$ cat config.mk
export PLATFORM = sky130hd
export DESIGN_NAME = uart_echo_responder
export DESIGN_NICKNAME = d
export VERILOG_FILES = /design/src/rtl/uart_echo_responder.sv
export SDC_FILE = /design/constraint.sdc
export NUM_CORES = 1
export LEC_CHECK = 0
export ABC_AREA = 0
export CAP_MARGIN = 20
export CORE_MARGIN = 2
export CORE_UTILIZATION = 55
export DETAILED_ROUTE_END_ITERATION = 12
export PLACE_DENSITY = 0.88
export SLEW_MARGIN = 20
export SYNTH_ARGS = -nofsm -noshare
export SYNTH_HDL_FRONTEND = slang
export SYNTH_SLANG_ARGS = --single-unit
$ cat constraint.sdc
create_clock -name clk -period 4.5 [get_ports clk]
set_clock_uncertainty 0.1 [all_clocks]
set_input_delay 1.35 -clock clk [delete_from_list [all_inputs] [get_ports clk]]
set_output_delay 1.35 -clock clk [all_outputs]
set_load 0.05 [all_outputs]
$ cat src/rtl/uart_echo_responder.sv
`default_nettype none
// ============================================================================
// Module   : uart_echo_responder
// Purpose  : Echoes bytes received from a UART receiver back out through a
//            UART transmitter. Received bytes are buffered in a circular
//            FIFO; a byte flagged with a framing error is replaced by
//            NAK_BYTE. A four-state TX machine launches one byte at a time
//            and waits for the transmitter to finish before the next launch.
// Revision : 1.0 - initial release
// ----------------------------------------------------------------------------
// Parameters
//   FIFO_DEPTH     : echo-buffer entries, power of 2 in 2..64
//   NAK_BYTE       : byte queued in place of a framing-error character
// Ports
//   clk            : in  1  rising-edge clock
//   rst            : in  1  asynchronous active-low reset; deassertion is
//                           expected to be synchronous to clk
//   enable         : in  1  accept received bytes into the FIFO when 1
//   rx_data        : in  8  byte from the UART receiver
//   rx_ready       : in  1  one-cycle pulse, rx_data valid
//   rx_error       : in  1  one-cycle pulse, framing error on current byte
//   tx_busy        : in  1  transmitter busy level
//   tx_done        : in  1  transmitter one-cycle completion pulse
//   tx_data        : out 8  byte presented to the transmitter
//   tx_start       : out 1  one-cycle launch pulse
//   fifo_count     : out $clog2(FIFO_DEPTH)+1  FIFO occupancy
//   overflow       : out 1  sticky, set when a byte is dropped
//   clear_overflow : in  1  synchronous clear of overflow
// ============================================================================
module uart_echo_responder #(
   parameter int          FIFO_DEPTH = 8,
   parameter logic [7:0]  NAK_BYTE   = 8'h15
) (
   input  logic                          clk,
   input  logic                          rst,
   input  logic                          enable,
   input  logic [7:0]                    rx_data,
   input  logic                          rx_ready,
   input  logic                          rx_error,
   input  logic                          tx_busy,
   input  logic                          tx_done,
   output logic [7:0]                    tx_data,
   output logic                          tx_start,
   output logic [$clog2(FIFO_DEPTH):0]   fifo_count,
   output logic                          overflow,
   input  logic                          clear_overflow
);

   localparam int c_ptr_w = $clog2(FIFO_DEPTH);
   localparam int c_cnt_w = c_ptr_w + 1;

   typedef enum logic [1:0] {
      S_IDLE      = 2'd0,
      S_LAUNCH    = 2'd1,
      S_WAIT_BUSY = 2'd2,
      S_WAIT_DONE = 2'd3
   } state_t;

   state_t               r_state;
   state_t               w_state_next;

   logic [7:0]           r_mem [FIFO_DEPTH];
   logic [c_ptr_w-1:0]   r_wr_ptr;
   logic [c_ptr_w-1:0]   r_rd_ptr;
   logic [c_cnt_w-1:0]   r_count;
   logic                 r_overflow;
   logic [7:0]           r_tx_data;
   logic                 r_tx_start;

   logic                 w_push;
   logic [7:0]           w_push_byte;
   logic                 w_full;
   logic                 w_pop;
   logic                 w_accept;
   logic                 w_drop;

   // ------------------------------------------------------------------------
   // Push side
   // ------------------------------------------------------------------------
   assign w_push      = enable & (rx_ready | rx_error);
   assign w_push_byte = rx_error ? NAK_BYTE : rx_data;
   assign w_full      = (r_count == c_cnt_w'(FIFO_DEPTH));

   // A pop in the same cycle frees the slot being written, so a full FIFO
   // still accepts the push when a launch happens on that edge.
   assign w_accept    = w_push & (~w_full | w_pop);
   assign w_drop      = w_push & w_full & ~w_pop;

   // ------------------------------------------------------------------------
   // TX state machine: next state and pop decision
   // ------------------------------------------------------------------------
   always_comb begin
      w_state_next = r_state;
      w_pop        = 1'b0;
      case (r_state)
         S_IDLE: begin
            // Pop happens on the edge that enters LAUNCH; the head is
            // captured into tx_data on that same edge.
            if ((r_count != '0) && !tx_busy) begin
               w_state_next = S_LAUNCH;
               w_pop        = 1'b1;
            end
         end
         S_LAUNCH: begin
            w_state_next = S_WAIT_BUSY;
         end
         S_WAIT_BUSY: begin
            // A completion without any observed busy period (very fast
            // transmitter) returns straight to IDLE; completion wins if both
            // arrive together so the machine cannot wait for a second done.
            if (tx_done) begin
               w_state_next = S_IDLE;
            end else if (tx_busy) begin
               w_state_next = S_WAIT_DONE;
            end
         end
         S_WAIT_DONE: begin
            if (tx_done) begin
               w_state_next = S_IDLE;
            end
         end
         default: begin
            w_state_next = S_IDLE;
         end
      endcase
   end

   // ------------------------------------------------------------------------
   // Control registers
   // ------------------------------------------------------------------------
   always_ff @(posedge clk or negedge rst) begin
      if (!rst) begin
         r_state    <= S_IDLE;
         r_wr_ptr   <= '0;
         r_rd_ptr   <= '0;
         r_count    <= '0;
         r_overflow <= 1'b0;
         r_tx_data  <= 8'h00;
         r_tx_start <= 1'b0;
      end else begin
         r_state    <= w_state_next;
         r_tx_start <= w_pop;

         if (w_pop) begin
            r_tx_data <= r_mem[r_rd_ptr];
            r_rd_ptr  <= r_rd_ptr + c_ptr_w'(1);
         end

         if (w_accept) begin
            r_wr_ptr <= r_wr_ptr + c_ptr_w'(1);
         end

         case ({w_accept, w_pop})
            2'b10:   r_count <= r_count + c_cnt_w'(1);
            2'b01:   r_count <= r_count - c_cnt_w'(1);
            default: r_count <= r_count;
         endcase

         // A drop in the same cycle as a clear leaves the flag set.
         if (w_drop) begin
            r_overflow <= 1'b1;
         end else if (clear_overflow) begin
            r_overflow <= 1'b0;
         end
      end
   end

   // ------------------------------------------------------------------------
   // Storage: contents need no reset, validity is tracked by the pointers.
   // ------------------------------------------------------------------------
   always_ff @(posedge clk) begin
      if (w_accept) begin
         r_mem[r_wr_ptr] <= w_push_byte;
      end
   end

   assign tx_data    = r_tx_data;
   assign tx_start   = r_tx_start;
   assign fifo_count = r_count;
   assign overflow   = r_overflow;

endmodule
`default_nettype wire
==> out/qor.csv <==
metric,value,unit
cp_num_buf_inv,1,
hold_path.class,reg -> reg,
finalSetupTns,0,ns
via_per_inst,5.74,
p_total,0.00256,W
p_leak,1.40,nW
dieArea,0.00696,mm2
h-tree-depth,3,
rsz0062_at_grt,false,
cp_num_cells,5,
dp_hpwl,4150,um
relSlewSlack,37.0,%
cp_data_required_time,4.37,ns
portBuffers,29,
top_cell_area_share,55.4,%
holdCritStartpoint,r_state[1],
final_core_util,66.7,%
r2r-start,fifo_count[1],
yosysSeqAreaShare,71.2,%
cap_violations,0,
cp_cell_sequence,clkdlybuf4s50_1 -> o21ai_2 -> a21oi_1 -> nand2_1 -> nor2_1,
status,finished clean,
ys.flops,86,
yosysWarnings,0,
[kinds of logic (layout without fill, tap and decap cells)]
logic type,after synthesis,after routing,share of synthesized area (%)
flops,86,86,71.2
simple gates,49,49,6.99
mux,27,27,13.7
compound gates,18,18,3.60
buf+inv,10,52,1.62
xor+xnor,7,7,1.77
fa+ha+maj,3,3,1.08
[layer usage]
metal / vias up / wire length, um / global-route usage [%]
li1: 836 / - / -
met5: - / 0 / 0
met4: 0 / 29 / 6.74
met2: 70 / 2970 / 30.1
met1: 910 / 2450 / 27.6
met3: 4 / 452 / 3.56
[how the worst min path moves through the flow]
stage,end,cells after the start
floorplan,r_state[1],1
detailed placement,r_state[1],1
global route,overflow,1
CTS,r_state[1],1
global placement,r_state[1],1
finish,r_state[1],1
[final cells by class]
type                       instances  area, um2
sequential                        86       2470
fill                             398       2010
multi-input combinational        104        943
timing repair buffer              34        328
clock buffer                      14        163
tap                               75       93.8
clock inverter                     2       10.0
inverter                           2       7.51
[flip-flops by register name, summed over array words and instances, names as in the netlist]
register,cells
tx_data,8
r_mem,64
r_wr_ptr,3
r_rd_ptr,3
r_state,2
overflow,1
fifo_count,4
tx_start,1
[power by group]
| group | switching (W) | total (W) | internal (W) | leakage, nW |
|---|---|---|---|---|
| combinational | 0.000455 | 0.000867 | 0.000413 | 0.475 |
| clock | 0.000245 | 0.000475 | 0.000230 | 0.0905 |
| sequential | 0.000203 | 0.00122 | 0.00101 | 0.839 |
[metrics by stage]
step | instances | hold WS (ns) | instance area (um2)
floorplan | 200 | 0.364 | 3470
global placement | 301 | 0.388 | 3840
detailed placement | 301 | 0.403 | 3840
CTS | 317 | 0.423 | 4020
global route | 317 | 0.460 | 4020
finish | 317 | 0.423 | 4020
[layout by cell type, fill, tap and decap left out, drive strengths merged]
| master | instances |
|---|---|
| and2 | 1 |
| xor2 | 1 |
| or4 | 1 |
| buf | 5 |
| mux2 | 2 |
| edfxtp | 64 |
| nor3 | 6 |
| a21oi | 11 |
| xnor2 | 6 |
| nor4 | 1 |
| mux4 | 16 |
| o21ai | 2 |
| inv | 2 |
| or2 | 3 |
| nor2 | 16 |
| or3 | 1 |
| mux2i | 9 |
| a21o | 1 |
| nor4b | 1 |
| nand3 | 1 |
| clkbuf | 14 |
| a32oi | 1 |
| nand2b | 3 |
| a22o | 1 |
| nand2 | 10 |
| clkdlybuf4s50 | 29 |
| dfrtp | 22 |
| ha | 3 |
| clkinv | 2 |
| o21bai | 1 |
| a211oi | 1 |
| nor2b | 5 |
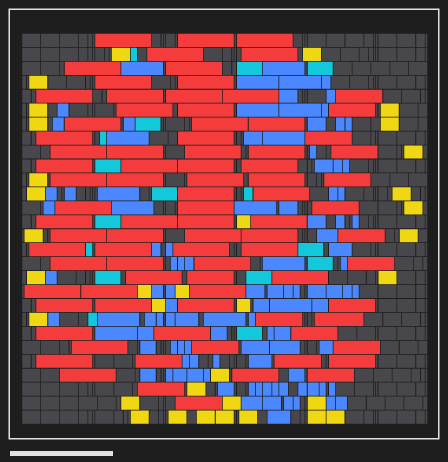
**Above:** cell classes on the final placement.
Scale bar: 20 um. Fill, decap, tap and diode cells in gray.
| color | class | cells |
|---|---|---|
| red | flip-flops | 86 |
| yellow | other buffers and delay cells | 34 |
| blue | all other logic | 106 |
| cyan | clock drivers and dummy loads | 16 |

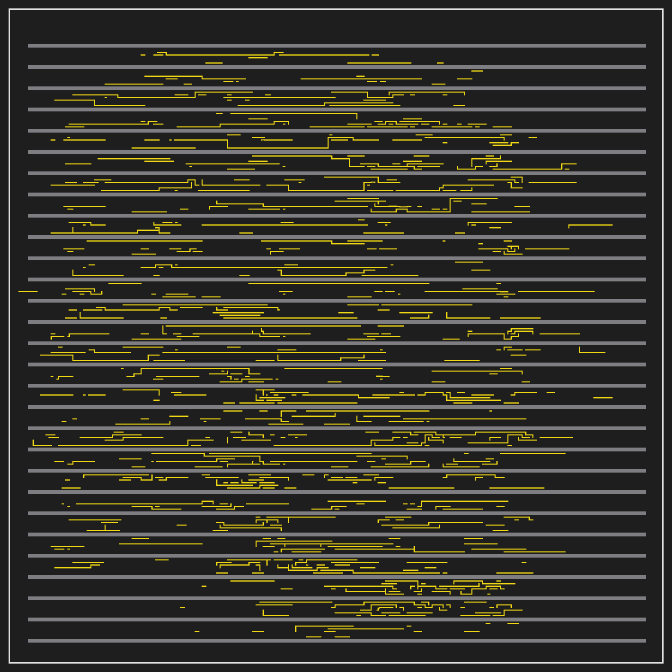
**Above:** M1 wires.
Supply wires on this layer in gray.
longest straight run: 28.5 um
share of all routed wire: 42%
wire length on this layer: 2450 um
nets with wire on the layer: 232

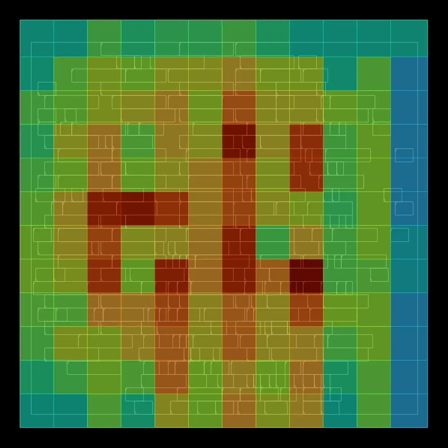
**Above:** congestion heat map.
All-Layer GR Usage: 19.2%
met1 Usage GRT: 27.6%
DR WL/cell: 18.6 um

Power is estimated from default activity; no workload was simulated.
